File: src/rtl/uart_pkg.sv
// Shared UART constants and the receive FSM state encoding.
// Defining UART_RX_PARITY_EN widens the state to 3 bits and adds PARITY.
package uart_pkg;

    localparam int DBIT_DEF    = 8;
    localparam int SB_TICK_DEF = 16;
    localparam int OVS_DEF     = 16;

`ifdef UART_RX_PARITY_EN
    typedef enum logic [2:0] {
        IDLE   = 3'b000,
        START  = 3'b001,
        DATA   = 3'b010,
        STOP   = 3'b011,
        PARITY = 3'b100
    } rx_state_e;
`else
    typedef enum logic [1:0] {
        IDLE  = 2'b00,
        START = 2'b01,
        DATA  = 2'b10,
        STOP  = 2'b11
    } rx_state_e;
`endif

    function automatic int max_int(input int a, input int b);
        return (a > b) ? a : b;
    endfunction

endpackage

File: src/rtl/sync_2ff.sv
// Two-flop synchronizer for an asynchronous single-bit input.
// RST_VAL sets the value both flops take on reset.
module sync_2ff #(
    parameter logic RST_VAL = 1'b0
) (
    input  logic clk,
    input  logic reset,
    input  logic d_i,
    output logic q_o
);

    logic meta_q;
    logic sync_q;

    always_ff @(posedge clk) begin
        if (reset) begin
            meta_q <= RST_VAL;
            sync_q <= RST_VAL;
        end else begin
            meta_q <= d_i;
            sync_q <= meta_q;
        end
    end

    assign q_o = sync_q;

endmodule

File: src/rtl/uart_rx_ctrl.sv
// UART receive controller: oversampled start/data/stop deserializer.
// Optional parity checking is compiled in with UART_RX_PARITY_EN.
module uart_rx_ctrl
    import uart_pkg::*;
#(
    parameter int DBIT    = DBIT_DEF,
    parameter int SB_TICK = SB_TICK_DEF,
    parameter int OVS     = OVS_DEF
) (
    input  logic            clk,
    input  logic            reset,
    input  logic            rx,
    input  logic            s_tick,
`ifdef UART_RX_PARITY_EN
    input  logic            par_odd,
    output logic            parity_err,
`endif
    output logic [DBIT-1:0] dout,
    output logic            rx_done_tick,
    output logic            frame_err,
    output logic            busy
);

    localparam int SW = $clog2(max_int(OVS, SB_TICK));
    localparam int NW = $clog2(DBIT);

    localparam logic [SW-1:0] MID_CNT  = SW'(OVS / 2 - 1);
    localparam logic [SW-1:0] BIT_END  = SW'(OVS - 1);
    localparam logic [SW-1:0] STOP_END = SW'(SB_TICK - 1);
    localparam logic [NW-1:0] LAST_BIT = NW'(DBIT - 1);

    logic rx_s;

    rx_state_e       state_q, state_d;
    logic [SW-1:0]   s_cnt_q, s_cnt_d;
    logic [NW-1:0]   n_cnt_q, n_cnt_d;
    logic [DBIT-1:0] shift_q, shift_d;
    logic [DBIT-1:0] dout_q, dout_d;
    logic            done_q, done_d;
    logic            ferr_q, ferr_d;
`ifdef UART_RX_PARITY_EN
    logic            par_bit_q, par_bit_d;
    logic            perr_q, perr_d;
`endif

    // Line idles high, so the synchronizer must not fake a start bit out of reset.
    sync_2ff #(
        .RST_VAL(1'b1)
    ) u_rx_sync (
        .clk   (clk),
        .reset (reset),
        .d_i   (rx),
        .q_o   (rx_s)
    );

    always_ff @(posedge clk) begin
        if (reset) begin
            state_q   <= IDLE;
            s_cnt_q   <= '0;
            n_cnt_q   <= '0;
            shift_q   <= '0;
            dout_q    <= '0;
            done_q    <= 1'b0;
            ferr_q    <= 1'b0;
`ifdef UART_RX_PARITY_EN
            par_bit_q <= 1'b0;
            perr_q    <= 1'b0;
`endif
        end else begin
            state_q   <= state_d;
            s_cnt_q   <= s_cnt_d;
            n_cnt_q   <= n_cnt_d;
            shift_q   <= shift_d;
            dout_q    <= dout_d;
            done_q    <= done_d;
            ferr_q    <= ferr_d;
`ifdef UART_RX_PARITY_EN
            par_bit_q <= par_bit_d;
            perr_q    <= perr_d;
`endif
        end
    end

    // Result registers change only on frame completion, so done_q lines up with new dout/flags.
    always_comb begin
        state_d   = state_q;
        s_cnt_d   = s_cnt_q;
        n_cnt_d   = n_cnt_q;
        shift_d   = shift_q;
        dout_d    = dout_q;
        done_d    = 1'b0;
        ferr_d    = ferr_q;
`ifdef UART_RX_PARITY_EN
        par_bit_d = par_bit_q;
        perr_d    = perr_q;
`endif
        case (state_q)
            IDLE: begin
                if (!rx_s) begin
                    state_d = START;
                    s_cnt_d = '0;
                end
            end
            START: begin
                if (s_tick) begin
                    if (s_cnt_q == MID_CNT) begin
                        if (!rx_s) begin
                            state_d = DATA;
                            s_cnt_d = '0;
                            n_cnt_d = '0;
                        end else begin
                            state_d = IDLE;
                        end
                    end else begin
                        s_cnt_d = s_cnt_q + SW'(1);
                    end
                end
            end
            DATA: begin
                if (s_tick) begin
                    if (s_cnt_q == BIT_END) begin
                        s_cnt_d = '0;
                        shift_d = {rx_s, shift_q[DBIT-1:1]};
                        if (n_cnt_q == LAST_BIT) begin
`ifdef UART_RX_PARITY_EN
                            state_d = PARITY;
`else
                            state_d = STOP;
`endif
                        end else begin
                            n_cnt_d = n_cnt_q + NW'(1);
                        end
                    end else begin
                        s_cnt_d = s_cnt_q + SW'(1);
                    end
                end
            end
`ifdef UART_RX_PARITY_EN
            PARITY: begin
                if (s_tick) begin
                    if (s_cnt_q == BIT_END) begin
                        par_bit_d = rx_s;
                        s_cnt_d   = '0;
                        state_d   = STOP;
                    end else begin
                        s_cnt_d = s_cnt_q + SW'(1);
                    end
                end
            end
`endif
            STOP: begin
                if (s_tick) begin
                    if (s_cnt_q == STOP_END) begin
                        dout_d  = shift_q;
                        ferr_d  = ~rx_s;
                        done_d  = 1'b1;
                        state_d = IDLE;
`ifdef UART_RX_PARITY_EN
                        perr_d  = par_bit_q ^ (^shift_q) ^ par_odd;
`endif
                    end else begin
                        s_cnt_d = s_cnt_q + SW'(1);
                    end
                end
            end
            default: begin
                state_d = IDLE;
            end
        endcase
    end

    assign dout         = dout_q;
    assign rx_done_tick = done_q;
    assign frame_err    = ferr_q;
    assign busy         = (state_q != IDLE);
`ifdef UART_RX_PARITY_EN
    assign parity_err   = perr_q;
`endif

endmodule

File: config.mk
export PLATFORM = sky130hd
export DESIGN_NAME = uart_rx_ctrl
export DESIGN_NICKNAME = d
export VERILOG_FILES = /design/src/rtl/uart_pkg.sv /design/src/rtl/sync_2ff.sv /design/src/rtl/uart_rx_ctrl.sv
export SDC_FILE = /design/constraint.sdc
export NUM_CORES = 1
export LEC_CHECK = 0
export CORE_ASPECT_RATIO = 1.5
export CORE_MARGIN = 2
export CORE_UTILIZATION = 45
export CTS_CLUSTER_DIAMETER = 50
export DETAILED_ROUTE_END_ITERATION = 12
export PLACE_DENSITY = 0.77
export SETUP_SLACK_MARGIN = 0.1
export SYNTH_ARGS = -nofsm -noshare
export SYNTH_HDL_FRONTEND = slang
export SYNTH_HIERARCHICAL = 1
export SYNTH_SLANG_ARGS = --single-unit
File: constraint.sdc
create_clock -name clk -period 2.4 [get_ports clk]
set_input_delay 0.48 -clock clk [delete_from_list [all_inputs] [get_ports clk]]
set_output_delay 0.48 -clock clk [all_outputs]
set_load 0.05 [all_outputs]
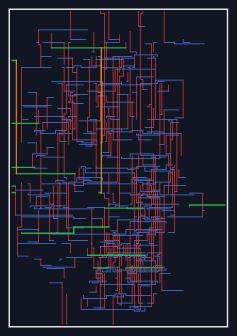
run_1/layers.png
[red] M2 | wire length: 1220 microns
[green] M3 | wire length: 101 microns
[blue] M1 | wire length: 992 microns
[orange] M4 | wire length: 55.8 microns
Total Routing Usage GR: 18.4%
routed length per instance: 13.2 microns

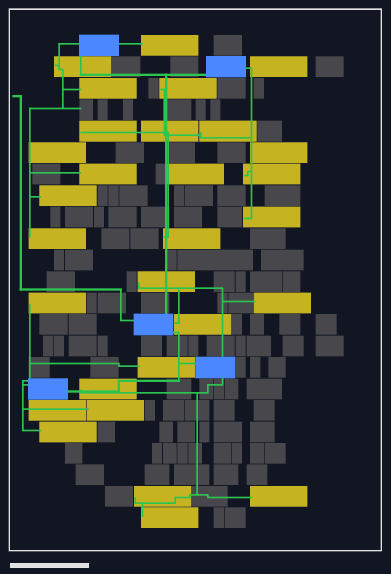
run_1/clock_wires.png
Scale bar: 10 microns.
[yellow] flip-flops | count: 29
[green] clock wires | length: 376 microns
[blue] clock-net drivers | count: 5
routed clock nets: 6
maximum clock skew at final layout: 0.00912 ns
clock share of power: 42.3%
power of the clock network: 0.000386 W
Clock Latency Late Sink: 0.28 ns

==> PnR_summary.wiki, run 1 <==
== Metrics ==
{| class="wikitable"
! Metric !! Value
|-
| Status || finished clean
|-
| Final Hold Violating Endpoints || 0
|-
| Reg area || 581 sq um
|-
| Peak VDD IR || 581 uV
|-
| Fmax || 522 MHz
|-
| Distinct cell type count of the synthesized netlist || 39
|-
| Antenna violations before repair || 0
|-
| Cells after synthesis || 123
|-
| Non-clk invs || 4
|-
| Initial core utilization || 47.0%
|-
| Clock network area share || 5.72%
|-
| # diodes || 0
|-
| Path type of the worst min-delay path || reg2reg
|-
| Largest fanout on the critical path || 2
|-
| Vias per std cell || 5.20
|-
| TritonCTS clock tree || done
|-
| Worst hold margin || 0.401 ns
|-
| Number of cells in Yosys stat || 123
|-
| Count of clock buffers in the final design || 5
|-
| Area fraction in full adders, half adders and majority gates || 3.02%
|-
| Total half-perimeter wirelength after legalization and detailed placement || 1690 microns
|-
| Category of cells accounting for the largest share of critical-path delay || buffers and inverters
|-
| Max stage delay cell, worst path || sky130_fd_sc_hd__clkdlybuf4s50_1
|-
| Cell depth of the worst hold path || 1
|-
| Simple-Gate Fraction of Synth Area || 17.3%
|-
| DRC violations left || 0
|-
| Total CTS buffers || 5
|-
| Via count of the first global-routing pass || 934
|-
| Critical path start-end classification || reg2out
|-
| Remaining max-slew budget at the tightest pin || 65.3%
|-
| Reg2reg start || s_cnt_q[0]$_SDFFE_PP0P_
|-
| First-pass GRT wire length || 4080 microns
|-
| P_int || 0.000701 W
|-
| Slew of the pin with the lowest slew margin || 0.519 ns
|-
| Worst path arrival time || 1.44 ns
|-
| Initial DRC count || 23
|-
| Critical Path Sink Type || primary output
|-
| Xor/xnor share of the synthesized area || 0.704%
|-
| NonClk Buf Share || 12.4%
|-
| Chip area from the yosys synthesis statistics || 1240 sq um
|-
| RD Place Congestion || 0.855
|}
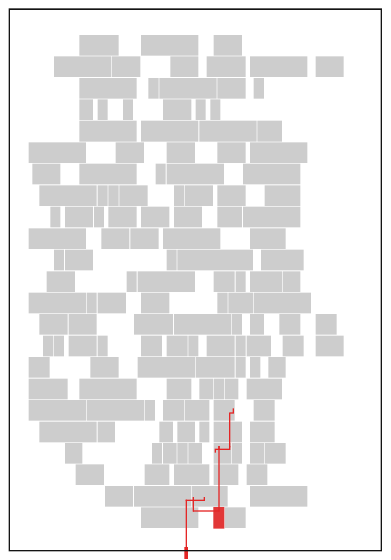
run_1/port_trees.png
[red] busy | bits: 1 | direction: output | edge: bottom | end cells: 1 | buffers: 1 | wire: 29.8 microns
# IOs: 15
port bufs: 14

## run 1: flip-flops by register name, indices dropped and copies added, names as in the netlist, named ones only
register,count
n_cnt_q,3
state_q,1
s_cnt_q,4
u_rx_sync/meta_q,1
rx_done_tick,1
frame_err,1
dout,8
shift_q,8
u_rx_sync/q_o,1
## run 1: timing repair
action,in CTS,in global routing
hold buffers,0,0
setup buffers,0,0
endpoints found under the hold margin,0,0
resized,0,1
endpoints found under the setup margin,0,1
## run 1: cell usage after synthesis, drive strengths merged
library cell,instances
or2,3
a221o,1
nor3,2
nand4,1
a21o,1
o31ai,1
a31o,1
and3,2
a221oi,2
nand3,2
a2111oi,1
nor3b,1
nor2,23
mux2i,18
and4,1
o21ai,2
ha,3
or4,1
and2b,1
a311oi,1
o2bb2ai,1
a22o,2
nand2,6
buf,5
clkbuf,3
mux2,1
dfxtp,29
xnor2,1
nand3b,1
inv,4
a211oi,1
a31oi,1
## run 1: layer usage
metal / track usage, % / up-vias / share of wire (%) / wire (microns)
met3: 5.80 / 4 / 4.3 / 101
met2: 29.3 / 20 / 52 / 1220
li1: - / 468 / - / -
met5: 0 / - / 0 / 0
met4: 11.5 / 0 / 2.3 / 55
met1: 20.5 / 444 / 42 / 992
## run 1: stage by stage
step           utilization [%]  cell area (sq um)  cells
6_report                  57.0               1510    180
5_1_grt                   57.0               1510    180
4_1_cts                   56.9               1510    180
3_5_place_dp              53.6               1420    172
3_3_place_gp              53.6               1420    172
2_1_floorplan                -               1240    123
## run 1: power groups by stage
stage                logic, W  registers [W]  clock network (W)
finish              0.0000394       0.000488           0.000386
global route        0.0000440       0.000488           0.000415
CTS                 0.0000397       0.000488           0.000402
detailed placement  0.0000393       0.000499                  0
global placement    0.0000383       0.000499                  0
floorplan           0.0000273       0.000497                  0
run_1/gates.png
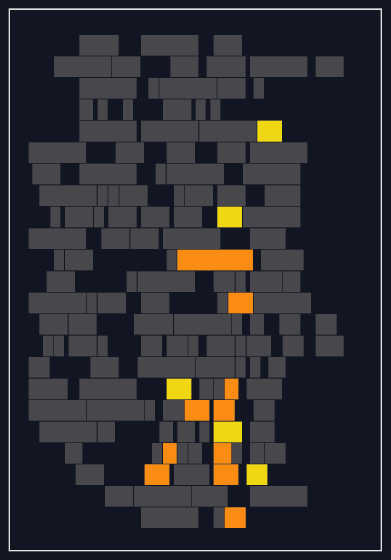

==> run 2, diff against run 1 <==
PLACE_DENSITY = 0.79   (was 0.77)
clock period = 1.6 ns   (was 2.4 ns; I/O delays follow)
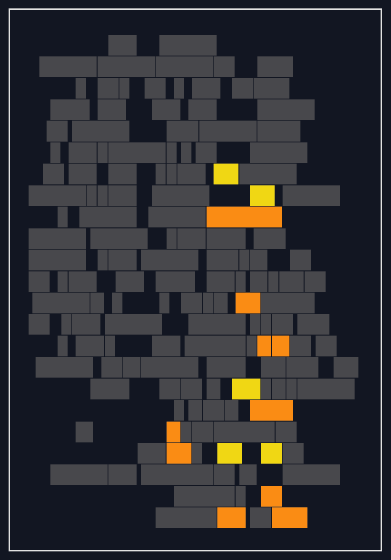
run_2/gates.png
[orange] aoi and oai cells | cells: 10
[yellow] non-inverting ao/oa cells | cells: 5 | most used: a22o_1
combinational share of cell area: 39.2%
Cell Count, Final, Fillers Out: 189
most frequently placed logic cell in the final layout: sky130_fd_sc_hd__dfxtp_1

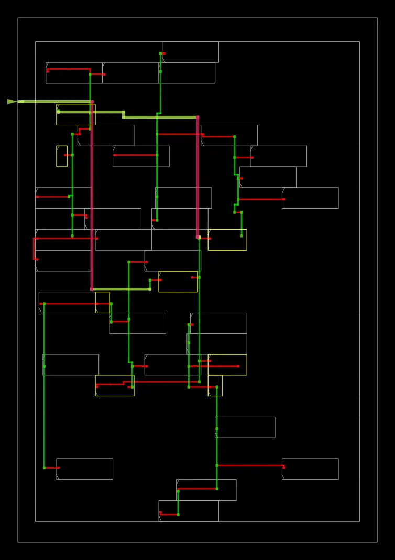
run_2/clock_nets.png
flip-flops: 29
TritonCTS Sinks: 29
power of the clock network: 0.000556 W
maximum clock skew at final layout: 0.00301 ns

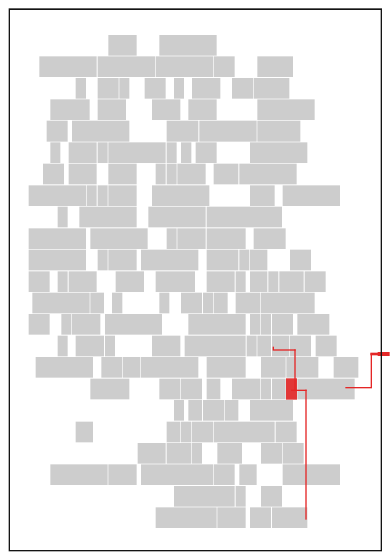
run_2/port_trees.png
[red] busy | bits: 1 | direction: output | edge: right | end cells: 1 | buffers: 1 | wire: 34.5 microns

==> run 2 against run 1 <==
Against the previous run: global-route usage increased by 0.066 points; clock power increased by 44%; register-to-register slack got worse by 0.49 ns; synthesized cell count unchanged; setup slack got worse by 0.42 ns; highest routed layer unchanged.
==> PnR_summary.wiki, run 2 <==
== Metrics ==
{| class="wikitable"
! Metric !! Value
|-
| Status || finished clean
|-
| Length of routed met3 wiring || 87 microns
|-
| Max stage delay cell, worst path || sky130_fd_sc_hd__dfxtp_2
|-
| Category of cells accounting for the largest share of critical-path delay || simple AND/OR/NAND/NOR gates
|-
| Count of clock buffers in the final design || 6
|-
| Top area cell types || sky130_fd_sc_hd__dfxtp_1 47%, sky130_fd_sc_hd__mux2i_1 14%, sky130_fd_sc_hd__nor2_1 6.9%
|-
| First-pass GRT wire length || 4110 microns
|-
| Nets in the synthesized netlist || 130
|-
| Comb. cell area || 636 sq um
|-
| Met3 Usage GRT || 5.80%
|-
| Chip area from the yosys synthesis statistics || 1240 sq um
|-
| Via total after detailed routing || 978
|-
| Top metal layer carrying routed signals || met4
|-
| Placed cell count || 177
|-
| Clock Latency Late Sink || 0.27 ns
|-
| Number of storage elements in the synthesis netlist || 29
|-
| Share of the core filled with cells in the final layout || 61.2%
|-
| NonClk Buf Share || 15.8%
|-
| Tool warnings || 29
|-
| Layout-stage area growth over the synthesis result || 30.4%
|-
| Cell Pwr Density || 842 nW/um^2
|-
| Port bufs || 14
|-
| Yosys top cell by area || sky130_fd_sc_hd__dfxtp_1
|-
| Antenna violations before repair || 0
|-
| Fill cell count || 230
|-
| Distinct cell type count of the synthesized netlist || 39
|-
| Vias per std cell || 5.17
|-
| Via count of the first global-routing pass || 911
|-
| Initial core utilization || 47.0%
|-
| Number of enable flip-flop cells || 0
|-
| Most common flop cell mapped by yosys || sky130_fd_sc_hd__dfxtp_1
|-
| Post-layout power || 0.00137 W
|-
| Total of plain and repair buffers excluding clock buffers || 29
|-
| Largest fanout on the critical path || 8
|-
| GRT Max-Usage Layer || met2
|-
| Synthesized area divided by synthesized cell count || 10.1 sq um
|-
| RD Place Congestion || 0.910
|-
| Most common cell in the synthesized netlist || sky130_fd_sc_hd__dfxtp_1
|-
| Total Die Area || 3210 sq um
|-
| Metal-1 WL || 995 microns
|-
| Total Routing Usage GR || 18.4%
|-
| Netlist Area Pre-Place || 1240 sq um
|-
| Met2 routed wirelength || 1370 microns
|-
| Cells after synthesis || 123
|-
| Remaining max-slew budget at the tightest pin || 73.3%
|-
| Largest buffer count on any clock path || 2
|-
| Clock network area share || 5.09%
|-
| Post-route antenna net violation count || 0
|-
| Total CTS buffers || 5
|-
| Total number of nets in the final design || 158
|-
| Fmax || 653 MHz
|-
| Worst path arrival time || 1.70 ns
|-
| Area-dominant cell class after layout || logic gates
|-
| Setup TNS || 0 ns
|-
| Final Hold Violating Endpoints || 0
|-
| Worst path setup slack after routing || 0.0677 ns
|-
| Slew of the pin with the lowest slew margin || 0.398 ns
|-
| Path type of the worst min-delay path || reg2reg
|-
| RSZ-0062 raised after global routing || true
|-
| Core Box Area || 2650 sq um
|-
| # IOs || 15
|-
| Total half-perimeter wirelength after legalization and detailed placement || 1720 microns
|-
| Final design area excluding fillers || 1620 sq um
|-
| Critical path start-end classification || reg2reg
|-
| Fraction of layout instances using a drive strength above 1 || 32.2%
|-
| Share of the clock period used by the worst path after layout || 95.8%
|-
| Portion of synthesized cell area occupied by the leading cell type || 46.7%
|-
| Routed length per instance || 13.3 microns
|-
| Area after detailed placement || 1480 sq um
|-
| GR Layer Usage met1 || 20.9%
|-
| Top post-synthesis cells by count || 29 x sky130_fd_sc_hd__dfxtp_1, 23 x sky130_fd_sc_hd__nor2_1, 18 x sky130_fd_sc_hd__mux2i_1
|-
| Post-synth ARST share || 0%
|-
| Yosys warning tally || 6
|-
| Global routing met2 resource utilization || 29.3%
|-
| DRC violations left || 0
|-
| Sequential portion of the cell area || 36.1%
|-
| Non-clk invs || 4
|-
| Reg area || 586 sq um
|-
| # diodes || 0
|-
| Drt pass-1 iters || 4
|-
| Count of pins over their slew limit || 0
|-
| Combinational Gates || 82
|-
| Peak VDD IR || 722 uV
|-
| Critical Path Sink Type || register
|-
| TritonCTS clock tree || done
|-
| Number of cells in Yosys stat || 123
|-
| Initial DRC count || 15
|-
| Critical path buffer and inverter count || 1
|-
| Worst hold margin || 0.422 ns
|}
==> run 2: worst register-to-register path: stages, from the launching register on <==
cell and delay (ns):
sky130_fd_sc_hd__dfxtp_2 0.35, sky130_fd_sc_hd__ha_4 0.15, sky130_fd_sc_hd__and3_4 0.18, sky130_fd_sc_hd__nor3b_4 0.32, sky130_fd_sc_hd__buf_12 0.18, sky130_fd_sc_hd__mux2i_1 0.19, sky130_fd_sc_hd__nor2_1 0.06
==> run 2: path summary, 6_finish.rpt <==
check	cells after the start	end	start	slack, ns
setup / recovery	6	shift_q[4]$_SDFFE_PP0P_	s_cnt_q[0]$_SDFFE_PP0P_	0.07
hold / removal	1	u_rx_sync/q_o$_SDFF_PP1_	u_rx_sync/meta_q$_SDFF_PP1_	0.42
hold reg to reg	1	u_rx_sync/q_o$_SDFF_PP1_	u_rx_sync/meta_q$_SDFF_PP1_	0.42
setup reg to reg	6	shift_q[4]$_SDFFE_PP0P_	s_cnt_q[0]$_SDFFE_PP0P_	0.07
==> run 2: power by group <==
group	switching [W]	internal, W	leakage, nW
sequential	0.00000416	0.000727	0.236
clock	0.000256	0.000300	0.0450
combinational	0.0000416	0.0000368	0.419
==> run 2: cells by family after synthesis <==
logic type | Yosys count | share of synthesized area [%]
AOI/OAI and AO/OA | 15 | 11.0
DFF | 29 | 46.7
and+or+nand+nor | 44 | 17.3
muxes | 19 | 15.7
xor gates and xnor gates | 1 | 0.704
adders and majority gates | 3 | 3.02
buffers and inverters | 12 | 5.63
==> run 2: what timing repair did <==
| action | 4_1_cts | 5_1_grt |
|---|---|---|
| pin swaps | 1 | 11 |
| hold buffers | 0 | 0 |
| endpoints found under the setup margin | 15 | 25 |
| setup buffers | 4 | 0 |
| cloned | 0 | 1 |
| hold endpoints to repair | 0 | 0 |
| resized | 5 | 9 |
Power figures rest on the tool's default switching activity, not on a simulated workload.
